run_1/wires.png
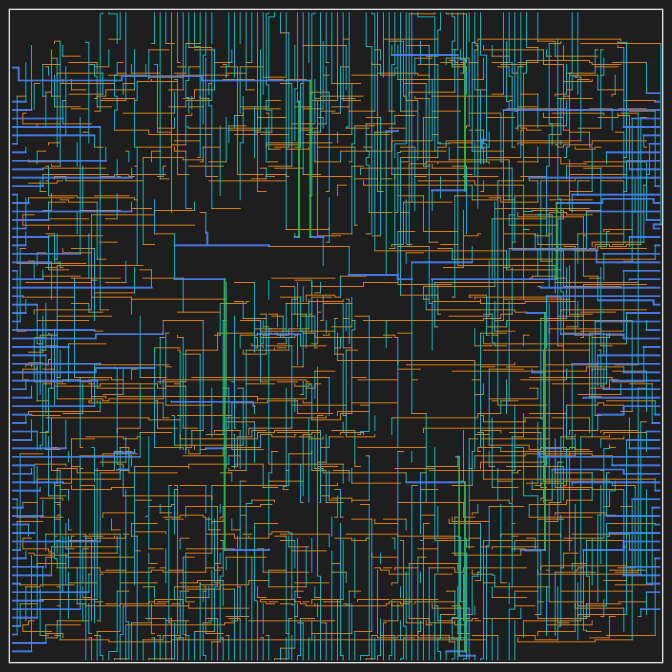
run_1/sizes.png
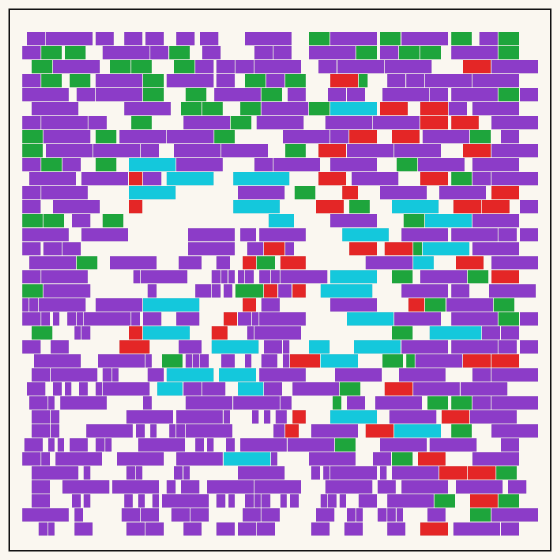
run_1/io_fan.png
The bar under the picture is 20 um long.
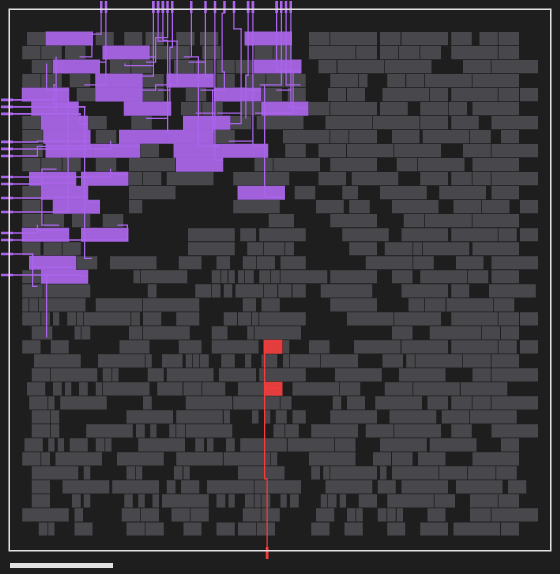
run_1/placement.png
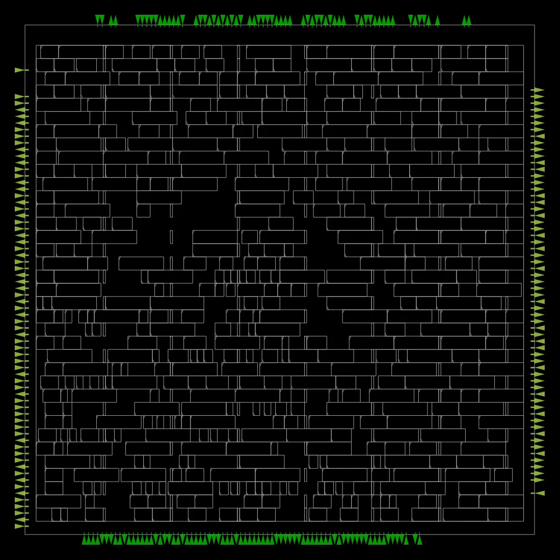
File: src/rtl/mem_port_arbiter_if.sv
// rtl/mem_port_arbiter_if.sv - requester and memory-port signal bundle for mem_port_arbiter
interface mem_port_arbiter_if #(
    parameter int ADDR_W = 32,
    parameter int DATA_W = 32
);
    logic              if_req_i;
    logic [ADDR_W-1:0] if_addr_i;
    logic [DATA_W-1:0] if_rdata_o;
    logic              if_ready_o;
    logic              dm_req_i;
    logic              dm_we_i;
    logic [ADDR_W-1:0] dm_addr_i;
    logic [DATA_W-1:0] dm_wdata_i;
    logic [DATA_W-1:0] dm_rdata_o;
    logic              dm_ready_o;
    logic              mem_en_o;
    logic              mem_we_o;
    logic [ADDR_W-1:0] mem_addr_o;
    logic [DATA_W-1:0] mem_wdata_o;
    logic [DATA_W-1:0] mem_rdata_i;
    logic              stall_o;

    // Arbiter side
    modport slave (
        input  if_req_i, if_addr_i, dm_req_i, dm_we_i, dm_addr_i, dm_wdata_i, mem_rdata_i,
        output if_rdata_o, if_ready_o, dm_rdata_o, dm_ready_o,
               mem_en_o, mem_we_o, mem_addr_o, mem_wdata_o, stall_o
    );

    // Requesters and memory side
    modport master (
        output if_req_i, if_addr_i, dm_req_i, dm_we_i, dm_addr_i, dm_wdata_i, mem_rdata_i,
        input  if_rdata_o, if_ready_o, dm_rdata_o, dm_ready_o,
               mem_en_o, mem_we_o, mem_addr_o, mem_wdata_o, stall_o
    );
endinterface

File: src/rtl/mem_port_arbiter.sv
// rtl/mem_port_arbiter.sv - fixed-priority IF/DM sequencer for a single-ported fixed-latency memory
module mem_port_arbiter #(
    parameter int ADDR_W  = 32,
    parameter int DATA_W  = 32,
    parameter int MEM_LAT = 3
) (
    input  logic           clk_i,
    input  logic           rst_i,
    mem_port_arbiter_if.slave bus
);
    localparam logic [3:0] LAT = 4'(MEM_LAT);

    typedef enum logic [1:0] {IDLE, ISSUE, WAIT, DONE} state_t;

    state_t     state;
    logic [3:0] cnt;
    logic       owner_dm;
    logic       we_q;

    // Pipeline freeze: a requester is stalled until its own ready pulse
    assign bus.stall_o = rst_i & ((bus.if_req_i & ~bus.if_ready_o) |
                                  (bus.dm_req_i & ~bus.dm_ready_o));

    // Grant, issue, latency count and response capture
    always_ff @(posedge clk_i or negedge rst_i) begin
        if (!rst_i) begin
            state           <= IDLE;
            cnt             <= '0;
            owner_dm        <= 1'b0;
            we_q            <= 1'b0;
            bus.mem_en_o    <= 1'b0;
            bus.mem_we_o    <= 1'b0;
            bus.mem_addr_o  <= '0;
            bus.mem_wdata_o <= '0;
            bus.if_rdata_o  <= '0;
            bus.dm_rdata_o  <= '0;
            bus.if_ready_o  <= 1'b0;
            bus.dm_ready_o  <= 1'b0;
        end else begin
            bus.if_ready_o <= 1'b0;
            bus.dm_ready_o <= 1'b0;
            case (state)
                IDLE: begin
                    // DM wins a tie; IF is always a read
                    if (bus.dm_req_i) begin
                        owner_dm        <= 1'b1;
                        we_q            <= bus.dm_we_i;
                        bus.mem_en_o    <= 1'b1;
                        bus.mem_we_o    <= bus.dm_we_i;
                        bus.mem_addr_o  <= ADDR_W'(bus.dm_addr_i);
                        bus.mem_wdata_o <= DATA_W'(bus.dm_wdata_i);
                        state           <= ISSUE;
                    end else if (bus.if_req_i) begin
                        owner_dm        <= 1'b0;
                        we_q            <= 1'b0;
                        bus.mem_en_o    <= 1'b1;
                        bus.mem_we_o    <= 1'b0;
                        bus.mem_addr_o  <= ADDR_W'(bus.if_addr_i);
                        state           <= ISSUE;
                    end
                end
                ISSUE: begin
                    bus.mem_en_o <= 1'b0;
                    bus.mem_we_o <= 1'b0;
                    cnt          <= 4'd1;
                    state        <= WAIT;
                end
                WAIT: begin
                    if (cnt == LAT) begin
                        // Response is valid this cycle; writes leave rdata untouched
                        if (!we_q) begin
                            if (owner_dm) bus.dm_rdata_o <= DATA_W'(bus.mem_rdata_i);
                            else          bus.if_rdata_o <= DATA_W'(bus.mem_rdata_i);
                        end
                        bus.dm_ready_o <= owner_dm;
                        bus.if_ready_o <= ~owner_dm;
                        state          <= DONE;
                    end else begin
                        cnt <= cnt + 4'd1;
                    end
                end
                DONE: begin
                    // Requesters still show req here, so no grant on this edge
                    state <= IDLE;
                end
                default: state <= IDLE;
            endcase
        end
    end
endmodule

File: src/flat_wrapper.sv
// flat-port wrapper written by rule: the top's interface ports become plain ports
module mem_port_arbiter_flat 
#(
    parameter int ADDR_W  = 32,
    parameter int DATA_W  = 32,
    parameter int MEM_LAT = 3
)
  (clk_i, rst_i, bus_if_req_i, bus_if_addr_i, bus_dm_req_i, bus_dm_we_i, bus_dm_addr_i, bus_dm_wdata_i, bus_mem_rdata_i, bus_if_rdata_o, bus_if_ready_o, bus_dm_rdata_o, bus_dm_ready_o, bus_mem_en_o, bus_mem_we_o, bus_mem_addr_o, bus_mem_wdata_o, bus_stall_o);
  mem_port_arbiter_if #(.ADDR_W(ADDR_W), .DATA_W(DATA_W)) bus_i ();
  input  logic clk_i;
  input  logic rst_i;
  input wire logic [$bits(bus_i.if_req_i)-1:0] bus_if_req_i;
  input wire logic [$bits(bus_i.if_addr_i)-1:0] bus_if_addr_i;
  input wire logic [$bits(bus_i.dm_req_i)-1:0] bus_dm_req_i;
  input wire logic [$bits(bus_i.dm_we_i)-1:0] bus_dm_we_i;
  input wire logic [$bits(bus_i.dm_addr_i)-1:0] bus_dm_addr_i;
  input wire logic [$bits(bus_i.dm_wdata_i)-1:0] bus_dm_wdata_i;
  input wire logic [$bits(bus_i.mem_rdata_i)-1:0] bus_mem_rdata_i;
  output wire logic [$bits(bus_i.if_rdata_o)-1:0] bus_if_rdata_o;
  output wire logic [$bits(bus_i.if_ready_o)-1:0] bus_if_ready_o;
  output wire logic [$bits(bus_i.dm_rdata_o)-1:0] bus_dm_rdata_o;
  output wire logic [$bits(bus_i.dm_ready_o)-1:0] bus_dm_ready_o;
  output wire logic [$bits(bus_i.mem_en_o)-1:0] bus_mem_en_o;
  output wire logic [$bits(bus_i.mem_we_o)-1:0] bus_mem_we_o;
  output wire logic [$bits(bus_i.mem_addr_o)-1:0] bus_mem_addr_o;
  output wire logic [$bits(bus_i.mem_wdata_o)-1:0] bus_mem_wdata_o;
  output wire logic [$bits(bus_i.stall_o)-1:0] bus_stall_o;
  assign bus_i.if_req_i = bus_if_req_i;
  assign bus_i.if_addr_i = bus_if_addr_i;
  assign bus_i.dm_req_i = bus_dm_req_i;
  assign bus_i.dm_we_i = bus_dm_we_i;
  assign bus_i.dm_addr_i = bus_dm_addr_i;
  assign bus_i.dm_wdata_i = bus_dm_wdata_i;
  assign bus_i.mem_rdata_i = bus_mem_rdata_i;
  assign bus_if_rdata_o = bus_i.if_rdata_o;
  assign bus_if_ready_o = bus_i.if_ready_o;
  assign bus_dm_rdata_o = bus_i.dm_rdata_o;
  assign bus_dm_ready_o = bus_i.dm_ready_o;
  assign bus_mem_en_o = bus_i.mem_en_o;
  assign bus_mem_we_o = bus_i.mem_we_o;
  assign bus_mem_addr_o = bus_i.mem_addr_o;
  assign bus_mem_wdata_o = bus_i.mem_wdata_o;
  assign bus_stall_o = bus_i.stall_o;
  mem_port_arbiter #(.ADDR_W(ADDR_W), .DATA_W(DATA_W), .MEM_LAT(MEM_LAT)) u_core (.clk_i(clk_i), .rst_i(rst_i), .bus(bus_i));
endmodule
File: config.mk
export PLATFORM = sky130hd
export DESIGN_NAME = mem_port_arbiter_flat
export DESIGN_NICKNAME = d
export VERILOG_FILES = /design/src/rtl/mem_port_arbiter_if.sv /design/src/rtl/mem_port_arbiter.sv /design/src/flat_wrapper.sv
export SDC_FILE = /design/constraint.sdc
export NUM_CORES = 1
export LEC_CHECK = 0
export CAP_MARGIN = 20
export CORE_MARGIN = 2
export CORE_UTILIZATION = 57
export CTS_CLUSTER_DIAMETER = 60
export DETAILED_ROUTE_END_ITERATION = 12
export DONT_BUFFER_PORTS = 1
export PLACE_DENSITY = 0.72
export SLEW_MARGIN = 30
export SYNTH_ARGS = -nofsm -noshare
export SYNTH_HDL_FRONTEND = slang
export SYNTH_SLANG_ARGS = --single-unit
File: constraint.sdc
create_clock -name clk_i -period 2.18 [get_ports clk_i]
set_clock_uncertainty 0.1 [all_clocks]
set_input_delay 0.436 -clock clk_i [delete_from_list [all_inputs] [get_ports clk_i]]
set_output_delay 0.436 -clock clk_i [all_outputs]
set_load 0.05 [all_outputs]
==> flow_summary.ini, run 1 <==
; implementation run metrics
[hold_path]
hp-class = primary input to asynchronous set/reset pin

[critical_path]
end_kind = flip-flop
reg2reg_from = u_core.cnt[0]
cp-startpoint = u_core.cnt[0]
arrival_ps = 2500
worstPathMaxFanout = 16
crit_type = flip-flop to flip-flop
required_ps = 2460

[cts]
cts-root-buf = clkbuf_8
cts_tree = yes
cts.sinks = 140
numCtsBuffers = 17
cts.path.max_buffers = 2
htree_levels = 4
postCtsHoldBufs = 66
cts_resized = 2
clk_pin_slew_worst_paths_ps = 60
cts_setup_buffers = 1
insertion_delay_ps = 500

[global_routing]
use_met2_pct = 40.9
overflow = 0
antenna_found_initial = 0
use_met1_pct = 27.3
top_usage_layer = met2
grt_pass1_vias = 3753
grt_max_degree = 142

[final_timing]
min_period_ps = 2220
maxSlewHeadroom_pct = 61.8
finalMaxSlewViolations = 0
fmax_mhz = 451
setup_ws_ps = -36.2
finalHoldViolCount = 140
setup_viol = 30
rsz0062_at_grt = yes
hold_ws_ps = -469
finalSetupTns_ps = -621

[floorplan]
io-pin-count = 266
fp_util_pct = 59.0
core_um2 = 9820
chipArea_um2 = 11000
die.size.y_um = 105

[route]
drt_iter0_drc = 140
highest_layer = met4
antenna_left = 0
route.met3.wl_mm = 1.12
wl_met1_mm = 5.06
dr.pass1.iters = 4
dr_wl_met2_mm = 6.96

[layout]
drive_above_1_share_pct = 30.2
num_antenna_cells = 0
stdcell_area_um2 = 7290
stdcell_count = 627
syn2layout_area_growth_pct = 25.7

[yosys]
synthArstFlopShare_pct = 100
ff_type = dfrtp_1
netlist_area_um2 = 5790
yosysUniqueCellTypes = 31
yosys.area.top_type = dfrtp_1
top_cell = dfrtp_1
synth.avg_cell_area_um2 = 14.3
yosys.stat.seqShare_pct = 60.5
yosysCellCount = 405
synth-seq-cells = 140
common_cells = dfrtp_1, mux2_2, nand2_1
edf_count = 0

[place]
routabilityCongestion = 0.728
numPortBuffers = 0
place_ws_ps = 18.2
dpl.hpwl_mm = 8.14

[run]
warning_count = 36
drv_cap = 0

[outcome]
violations = negative hold slack, negative setup slack
status = complete, but fails checks
Back to the opening pictures, wires.png:
Key: metal 3 = blue [wire length 1,120 um]; metal 4 = green [wire length 221 um]; metal 1 = orange [wire length 5,060 um]; metal 2 = cyan [wire length 6,960 um]
Post-Route WL: 13.4 mm
detailed-route wire length per cell: 21.3 um
Via Count: 3,560
aggregate global-route resource usage: 23.7%

Back to the opening pictures, sizes.png:
Key: _0 and _1 cells = purple [cells 345, share 70%, most used dfrtp_1]; _2 cells = green [cells 73, share 15%, most used mux2_2]; _6 and larger = cyan [cells 29, share 5.9%, most used clkbuf_16]; _3 and _4 cells = red [cells 47, share 9.5%, most used mux2_4]

Back to the opening pictures, io_fan.png:
Key: bus_mem_wdata_o = purple [bits 32, direction output, edge 18 north, 14 west, end cells 32, buffers 0, wire 802 um]; bus_dm_we_i = red [bits 1, direction input, edge south, end cells 2, buffers 0, wire 43.9 um]

Back to the opening pictures, placement.png:
Fillers: 650
Final Core Density: 74.2%
FP Rows: 36

-- run 1: final cells by class --
| cell class | count | area [um2] | area share [%] |
|---|---|---|---|
| Clock buffer | 19 | 442 | 6.06 |
| Clock inverter | 11 | 121 | 1.67 |
| Inverter | 5 | 18.8 | 0.258 |
| Multi-Input combinational cell | 237 | 2150 | 29.5 |
| Sequential cell | 140 | 3500 | 48.1 |
| Tap cell | 133 | 166 | 2.28 |
| Timing Repair Buffer | 82 | 888 | 12.2 |
-- run 1: worst paths after layout --
kind,endpoint,slack (ps)
worst max-delay path,u_core.bus.if_rdata_o[25],-40
worst min register to register,u_core.bus.if_ready_o,420
max in group asynchronous,u_core.bus.dm_rdata_o[17],2190
min in group clk_i,u_core.bus.mem_addr_o[26],40
worst min-delay path,u_core.bus.dm_rdata_o[22],-470
worst max register to register,u_core.bus.if_rdata_o[25],-40
-- run 1: worst max-delay path, stage by stage, from the launching register on --
cell and delay, ps:
dfrtp_1 360, ha_2 180, or3b_4 380, or4b_4 560
buf_16 200, mux2_4 310
-- run 1: cells by family after synthesis --
logic type               synth area share, %
AND-OR/OR-AND                           4.58
XOR/XNOR                               0.302
adder cells (fa/ha/maj)                 1.08
buffers and inverters                   2.98
flip-flops                              60.5
multiplexers                            26.3
AND/OR/NAND/NOR                         4.28
run_1/placement_by_type.png
Fill, decap, tap and diode cells in grey.
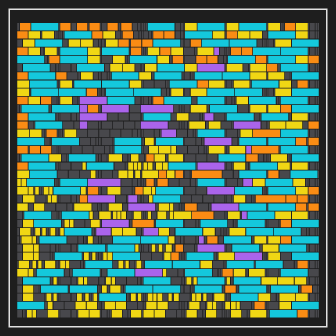

==> run 2: changes to the inputs <==
--- a/config.mk
+++ b/config.mk
@@ -8,6 +8,7 @@
 export CAP_MARGIN = 20
 export CORE_MARGIN = 2
 export CORE_UTILIZATION = 57
+export CTS_BUF_LIST = sky130_fd_sc_hd__clkbuf_16
 export CTS_CLUSTER_DIAMETER = 60
 export DETAILED_ROUTE_END_ITERATION = 12
 export DONT_BUFFER_PORTS = 1
==> constraint.sdc (replaced) <==
create_clock -name clk_i -period 2.18 [get_ports clk_i]
set_clock_uncertainty 0.1 [all_clocks]
set_input_delay 0.327 -clock clk_i [delete_from_list [all_inputs] [get_ports clk_i]]
set_output_delay 0.327 -clock clk_i [all_outputs]
set_load 0.05 [all_outputs]
run_2/placement_by_type.png
Fill, decap, tap and diode cells in grey.
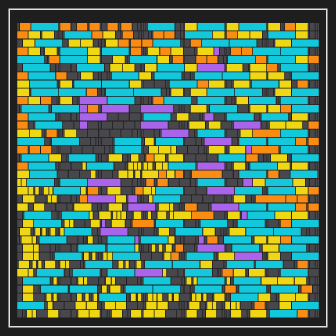
Key: clock drivers and dummy loads = purple [cells 30]; combinational and other logic = yellow [cells 242]; remaining buffers and delay cells = orange [cells 82]; sequential cells = cyan [cells 140]

run_2/sizes.png
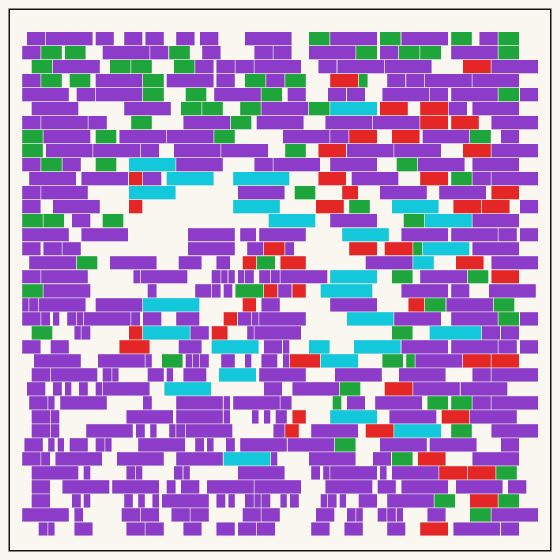
Key: _3 and _4 cells = red [cells 47, share 9.5%, most used mux2_4]; _6 and larger = cyan [cells 27, share 5.5%, most used clkbuf_16]; _0 and _1 cells = purple [cells 347, share 70%, most used dfrtp_1]; _2 cells = green [cells 73, share 15%, most used mux2_2]
worst setup margin: -38.7 ps
Non-clk bufs: 82
final instance area: 7280 um2

==> flow_summary.ini, run 2 <==
; implementation run metrics
[global_routing]
antenna_found_initial = 0
grtUsageTotal_pct = 23.7
use_met2_pct = 41.0
overflow = 0
use_met3_pct = 8.80
grt_pass1_wl_mm = 20.3
grt_max_degree = 142
grt_pass1_vias = 3754
use_met1_pct = 27.3
top_usage_layer = met2

[yosys]
yosys.area_share.xor_xnor_pct = 0.302
netlist_instances = 405
yosysUniqueCellTypes = 31
ff_type = dfrtp_1
top_area_share_pct = 60.5
top_cell = dfrtp_1
yosysCellCount = 405
synth.avg_cell_area_um2 = 14.3
synth-seq-cells = 140
netlist_area_um2 = 5790
fa_ha_area_share_pct = 1.08
area_leaders = dfrtp_1, mux2_2, mux2_4, mux2i_1, o21ai_0
top_logic_kind = multiplexers
aoi_share_pct = 4.58
muxShareOfSynthArea_pct = 26.3
floorplan.nets = 543
yosys.area.top_type = dfrtp_1
yosys.stat.seqShare_pct = 60.5
yosys_area_um2 = 5790
common_cells = dfrtp_1, mux2_2, nand2_1
synthArstFlopShare_pct = 100
edf_count = 0
simple_gate_share_pct = 4.28
ys_warn_count = 0

[place]
numPortBuffers = 0
place_area_um2 = 5940
dp_cells = 525
place_ws_ps = 18.2
routabilityCongestion = 0.728
dpl.hpwl_mm = 8.14

[final_timing]
setup_ws_ps = -38.7
hold_ws_ps = -480
finalMaxSlewViolations = 0
worstMarginPinSlew_ps = 576
finalSetupTns_ps = -757
fmax_mhz = 451
rsz0062_at_grt = yes
period_used_pct = 102
setup_viol = 30
finalHoldViolCount = 140
maxSlewHeadroom_pct = 61.6
min_period_ps = 2220

[critical_path]
path_cells = ha_2 > or3b_4 > or4b_4 > buf_16 > mux2_4
reg2reg_from = u_core.cnt[0]
cp_top_family = simple AND/OR/NAND/NOR gates
end_kind = flip-flop
cp_num_buf_inv = 1
worst-r2r-cell-count = 5
worstPathMaxFanout = 16
cp-start-kind = flip-flop
rrSetupSlack_ps = -40
critPathSlowestCell = or4b_4
crit_type = flip-flop to flip-flop
max_stage_delay_ps = 560
required_ps = 2360
arrival_ps = 2400
r2r-end = u_core.bus.if_rdata_o[25]

[floorplan]
core_um2 = 9820
chipArea_um2 = 11000
io-pin-count = 266
die.size.y_um = 105
fp_util_pct = 59.0
die_w_um = 105
num_rows = 36

[route]
routedWlPerCell_um = 21.4
drt_iter0_drc = 154
drc = 0
vias_per_cell = 5.70
highest_layer = met4
wl_met1_mm = 5.07
drt-total-wl_mm = 13.4
dr_wl_met2_mm = 6.99
vias = 3573
route.met3.wl_mm = 1.14
dr.pass1.iters = 6
antenna_left = 0

[layout]
syn2layout_area_growth_pct = 25.6
final_cell_mix = dfrtp_1, mux2_2, dlygate4sd3_1
mostFrequentLayoutCell = dfrtp_1
stdcell_count = 627
drive_above_1_share_pct = 29.8
num_antenna_cells = 0
final_nets = 621

[cts]
cts-root-buf = clkbuf_16
insertion_delay_ps = 400
cts.sinks = 140
cts.path.max_buffers = 2
numCtsBuffers = 17
clk_pin_slew_worst_paths_ps = 60
htree_levels = 4
cts_tree = yes
postCtsHoldBufs = 66

[run]
warning_count = 36
drv_cap = 0

[hold_path]
hp-class = primary input to asynchronous set/reset pin

[outcome]
violations = negative hold slack, negative setup slack
status = complete, but fails checks
run_2/io_fan.png
The bar under the picture is 20 um long.
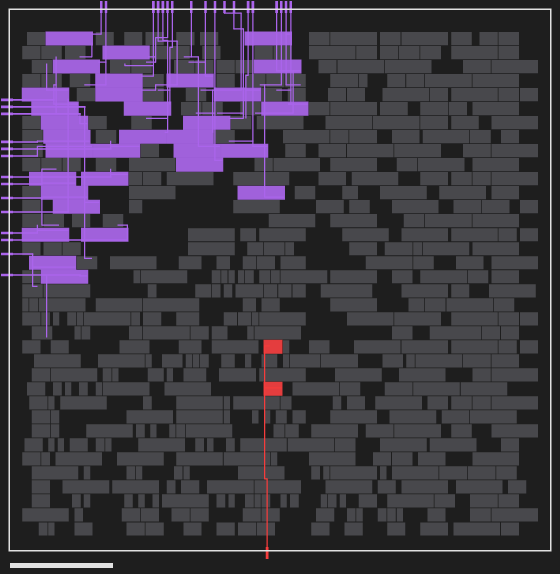
Key: bus_mem_wdata_o = purple [bits 32, direction output, edge 18 north, 14 west, end cells 32, buffers 0, wire 808 um]; bus_dm_we_i = red [bits 1, direction input, edge south, end cells 2, buffers 0, wire 43.9 um]

run 2: netlist changes by cell type in the layout (fill, tap and decap cells not counted), sizes merged:
cell    change
clkbuf      -2
clkinv      +2
run 2: cell type report:
| cell class | count | area (um2) |
|---|---|---|
| Multi-Input combinational cell | 237 | 2150 |
| Clock inverter | 13 | 129 |
| Clock buffer | 17 | 425 |
| Inverter | 5 | 18.8 |
| Tap cell | 133 | 166 |
| Sequential cell | 140 | 3500 |
| Fill cell | 654 | 2540 |
| Timing Repair Buffer | 82 | 888 |
run 2: cells by family after synthesis:
logic type | count (synthesis)
multiplexers | 129
buffers and inverters | 28
flip-flops | 140
AND-OR/OR-AND | 47
AND/OR/NAND/NOR | 54
XOR/XNOR | 2
adder cells (fa/ha/maj) | 5
run 2: worst max path at each step:
stage,from,end,cells after the start
after detailed placement,u_core.cnt[1],u_core.bus.if_rdata_o[9],5
after CTS,u_core.cnt[0],u_core.bus.if_rdata_o[5],5
after global routing,u_core.cnt[0],u_core.bus.if_rdata_o[25],5
after floorplan,u_core.cnt[0],u_core.bus.if_rdata_o[0],7
after global placement,u_core.cnt[0],u_core.bus.if_rdata_o[13],5
final,u_core.cnt[0],u_core.bus.if_rdata_o[25],5
run 2: repair_timing:
action                                  in CTS  in global routing
gates resized                                2                  4
endpoints found under the setup margin       8                 62
buffers inserted                             1                  1
pin swaps                                    1                  0
gates cloned                                 1                  3
hold endpoints to repair                   237                140
run 2: through the flow:
stage	hold slack, ps	util [%]
2_1_floorplan	-68.6	-
3_3_place_gp	-66.1	60.4
3_5_place_dp	-66.0	60.4
4_1_cts	-495	73.2
5_1_grt	-503	74.1
6_report	-480	74.1
run_2/placement.png
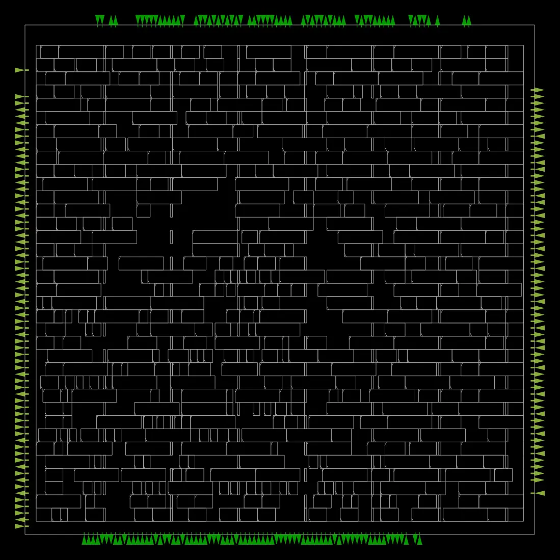

==> run 3: changes to the inputs <==
--- a/config.mk
+++ b/config.mk
@@ -5,8 +5,9 @@
 export SDC_FILE = /design/constraint.sdc
 export NUM_CORES = 1
 export LEC_CHECK = 0
+export ABC_CLOCK_PERIOD_IN_PS = 2180
 export CAP_MARGIN = 20
-export CORE_MARGIN = 2
+export CORE_MARGIN = 1
 export CORE_UTILIZATION = 57
 export CTS_BUF_LIST = sky130_fd_sc_hd__clkbuf_16
 export CTS_CLUSTER_DIAMETER = 60
run_3/placement.png
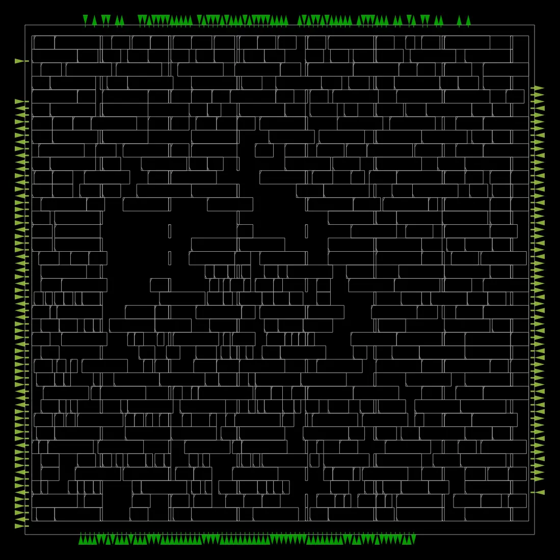
Non-Filler Instances: 628
flip-flops: 140
Fillers: 625

run_3/io_fan.png
The bar under the picture is 20 um long.
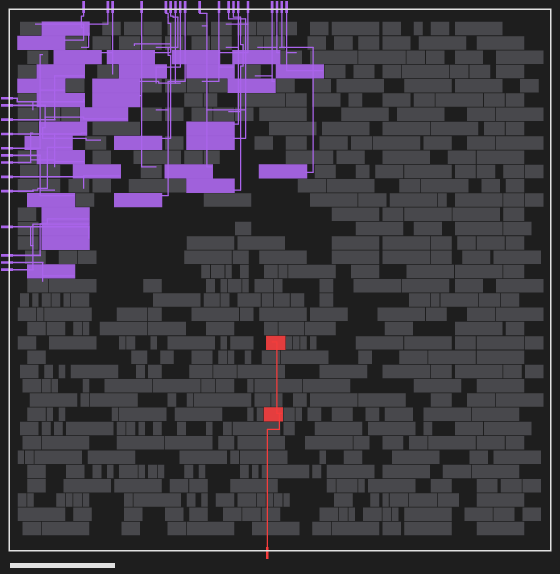
Key: bus_dm_we_i = red [bits 1, direction input, edge south, end cells 2, buffers 0, wire 43.4 um]; bus_mem_wdata_o = purple [bits 32, direction output, edge 19 north, 13 west, end cells 32, buffers 0, wire 758 um]

==> flow_summary.ini, run 3 <==
; implementation run metrics
[layout]
area_dominant_class = registers
mi_logic_area_um2 = 2140
buffer_area_share_pct = 11.7
num_antenna_cells = 0
final_cell_mix = dfrtp_1, mux2_2, dlygate4sd3_1
clkbuf_count = 17
n_all_buffers = 81
final_nets = 620
nMultiInputCombCells = 237
comb_area_share_pct = 29.6
non_clock_inverter_count = 5
clock_area_share_pct = 7.92
syn2layout_area_growth_pct = 25.2
mostFrequentLayoutCell = dfrtp_1
sh_seq_area_pct = 48.3
final_util_pct = 73.9
drive_above_1_share_pct = 30.1
seqCellArea_um2 = 3500

[cts]
numCtsBuffers = 17
htree_levels = 4
clk_pin_slew_worst_paths_ps = 60
cts_tree = yes
cts-root-buf = clkbuf_16
postCtsHoldBufs = 66
cts.sinks = 140
insertion_delay_ps = 410
cts.path.max_buffers = 2

[route]
vias_per_cell = 5.54
drt_iter0_drc = 95
antenna_left = 0
dr.pass1.iters = 4
drc = 0

[final_timing]
worstMarginPinSlew_ps = 544
finalMaxSlewViolations = 0
fmax_mhz = 460
rsz0062_at_grt = yes
period_used_pct = 99.7
finalHoldViolCount = 140
min_period_ps = 2170
finalSetupTns_ps = 0
maxSlewHeadroom_pct = 63.7
hold_ws_ps = -491
setup_viol = 0

[floorplan]
die.size.y_um = 103
chipArea_um2 = 10600
core_um2 = 9820
fp_util_pct = 59.0
num_tap_cells = 133
io-pin-count = 266
num_rows = 36
die_w_um = 103

[yosys]
yosys.area_share.xor_xnor_pct = 0.302
yosys.stat.seqShare_pct = 60.5
yosysCellCount = 405
top_cell = dfrtp_1
edf_count = 0
ys_warn_count = 0
yosys_area_um2 = 5790
synth.avg_cell_area_um2 = 14.3
synth-seq-cells = 140
top_area_share_pct = 60.5
simple_gate_share_pct = 4.28
area_leaders = dfrtp_1, mux2_2, mux2_4, mux2i_1, o21ai_0
yosysUniqueCellTypes = 31
fa_ha_area_share_pct = 1.08
floorplan.nets = 543
top_logic_kind = multiplexers
netlist_instances = 405
muxShareOfSynthArea_pct = 26.3
common_cells = dfrtp_1, mux2_2, nand2_1
synthArstFlopShare_pct = 100
netlist_area_um2 = 5790
yosys.area.top_type = dfrtp_1
aoi_share_pct = 4.58
ff_type = dfrtp_1

[critical_path]
critPathSlowestCell = or4b_4
max_stage_delay_ps = 500
r2r-end = u_core.bus.if_rdata_o[10]
worst-r2r-cell-count = 5
end_kind = flip-flop
rrSetupSlack_ps = 6
cp-start-kind = flip-flop
worstPathMaxFanout = 32
required_ps = 2370
cp-startpoint = u_core.cnt[0]
crit_type = flip-flop to flip-flop
crit_path_end = u_core.bus.if_rdata_o[10]
reg2reg_from = u_core.cnt[0]
arrival_ps = 2360
path_cells = ha_1 > or3b_1 > or4b_4 > buf_12 > mux2_4

[global_routing]
grt_max_degree = 142
grt_pass1_wl_mm = 18.5
antenna_found_initial = 0
overflow = 0
grt_pass1_vias = 3576

[hold_path]
hp-class = primary input to asynchronous set/reset pin

[place]
routabilityCongestion = 0.739
dpl.hpwl_mm = 7.61
numPortBuffers = 0

[outcome]
violations = negative hold slack
status = complete, but fails checks

[run]
drv_cap = 0
warning_count = 35
run_3/wires.png
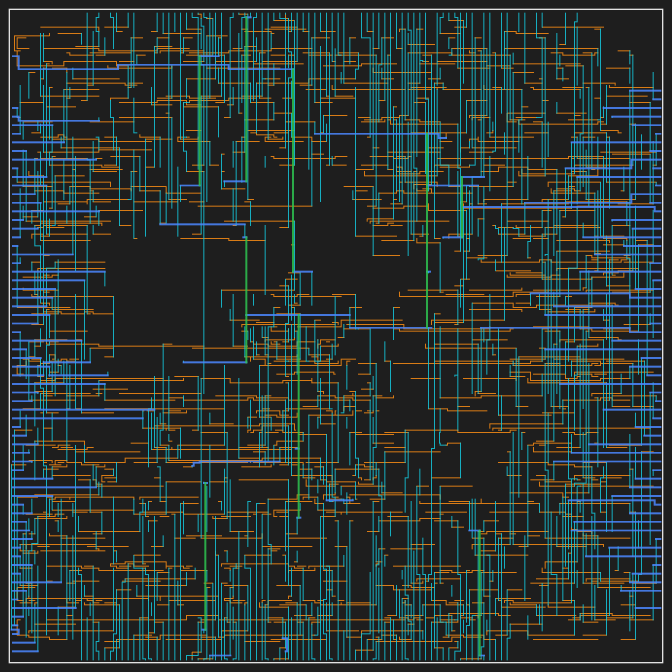
Key: metal 2 = cyan [wire length 6,690 um]; metal 1 = orange [wire length 4,880 um]; metal 3 = blue [wire length 1,020 um]; metal 4 = green [wire length 213 um]
Post-Route WL: 12.8 mm
detailed-route wire length per cell: 20.4 um
Via Count: 3,482
aggregate global-route resource usage: 23.6%

-- run 3: cell counts after synthesis --
No cell type changed its count.
-- run 3: worst min path at each step --
stage,start,end,slack [ps],depth (start not counted)
2_1_floorplan,rst_i,u_core.bus.dm_rdata_o[0],-70,0
3_3_place_gp,rst_i,u_core.bus.dm_rdata_o[24],-70,0
3_5_place_dp,rst_i,u_core.bus.dm_rdata_o[29],-70,0
4_1_cts,rst_i,u_core.bus.mem_addr_o[2],-500,0
5_1_grt,rst_i,u_core.bus.if_rdata_o[0],-510,0
6_report,rst_i,u_core.bus.dm_rdata_o[29],-490,0
-- run 3: stage by stage --
step | setup WS (ps) | instances | instance area (um2) | hold WS [ps]
detailed placement | 18.6 | 526 | 5940 | -65.4
finish | 5.84 | 628 | 7250 | -491
CTS | 11.5 | 624 | 7180 | -502
global placement | 61.8 | 526 | 5940 | -66.3
global route | -62.5 | 628 | 7250 | -513
floorplan | -134 | 405 | 5790 | -68.6
-- run 3: metal layers --
layer	wire (um)	track usage [%]	vias up	share of wire, %
li1	-	-	1578	-
met1	4880	26.6	1716	38
met2	6690	40.8	166	52
met3	1020	9.36	22	8.0
met4	212	8.34	0	1.7
met5	0	0	-	0
-- run 3: worst max-delay path, delay by kind of cell (launching register included) --
kind | cells | cell delay (ps)
and+or+nand+nor | 2 | 860
DFF | 1 | 360
muxes | 1 | 320
buffers and inverters | 1 | 210
adders and majority gates | 1 | 180
-- run 3: repair_timing --
action,CTS,global route
resized,0,5
endpoints found under the setup margin,0,65
setup buffers,0,2
hold endpoints to repair,237,140
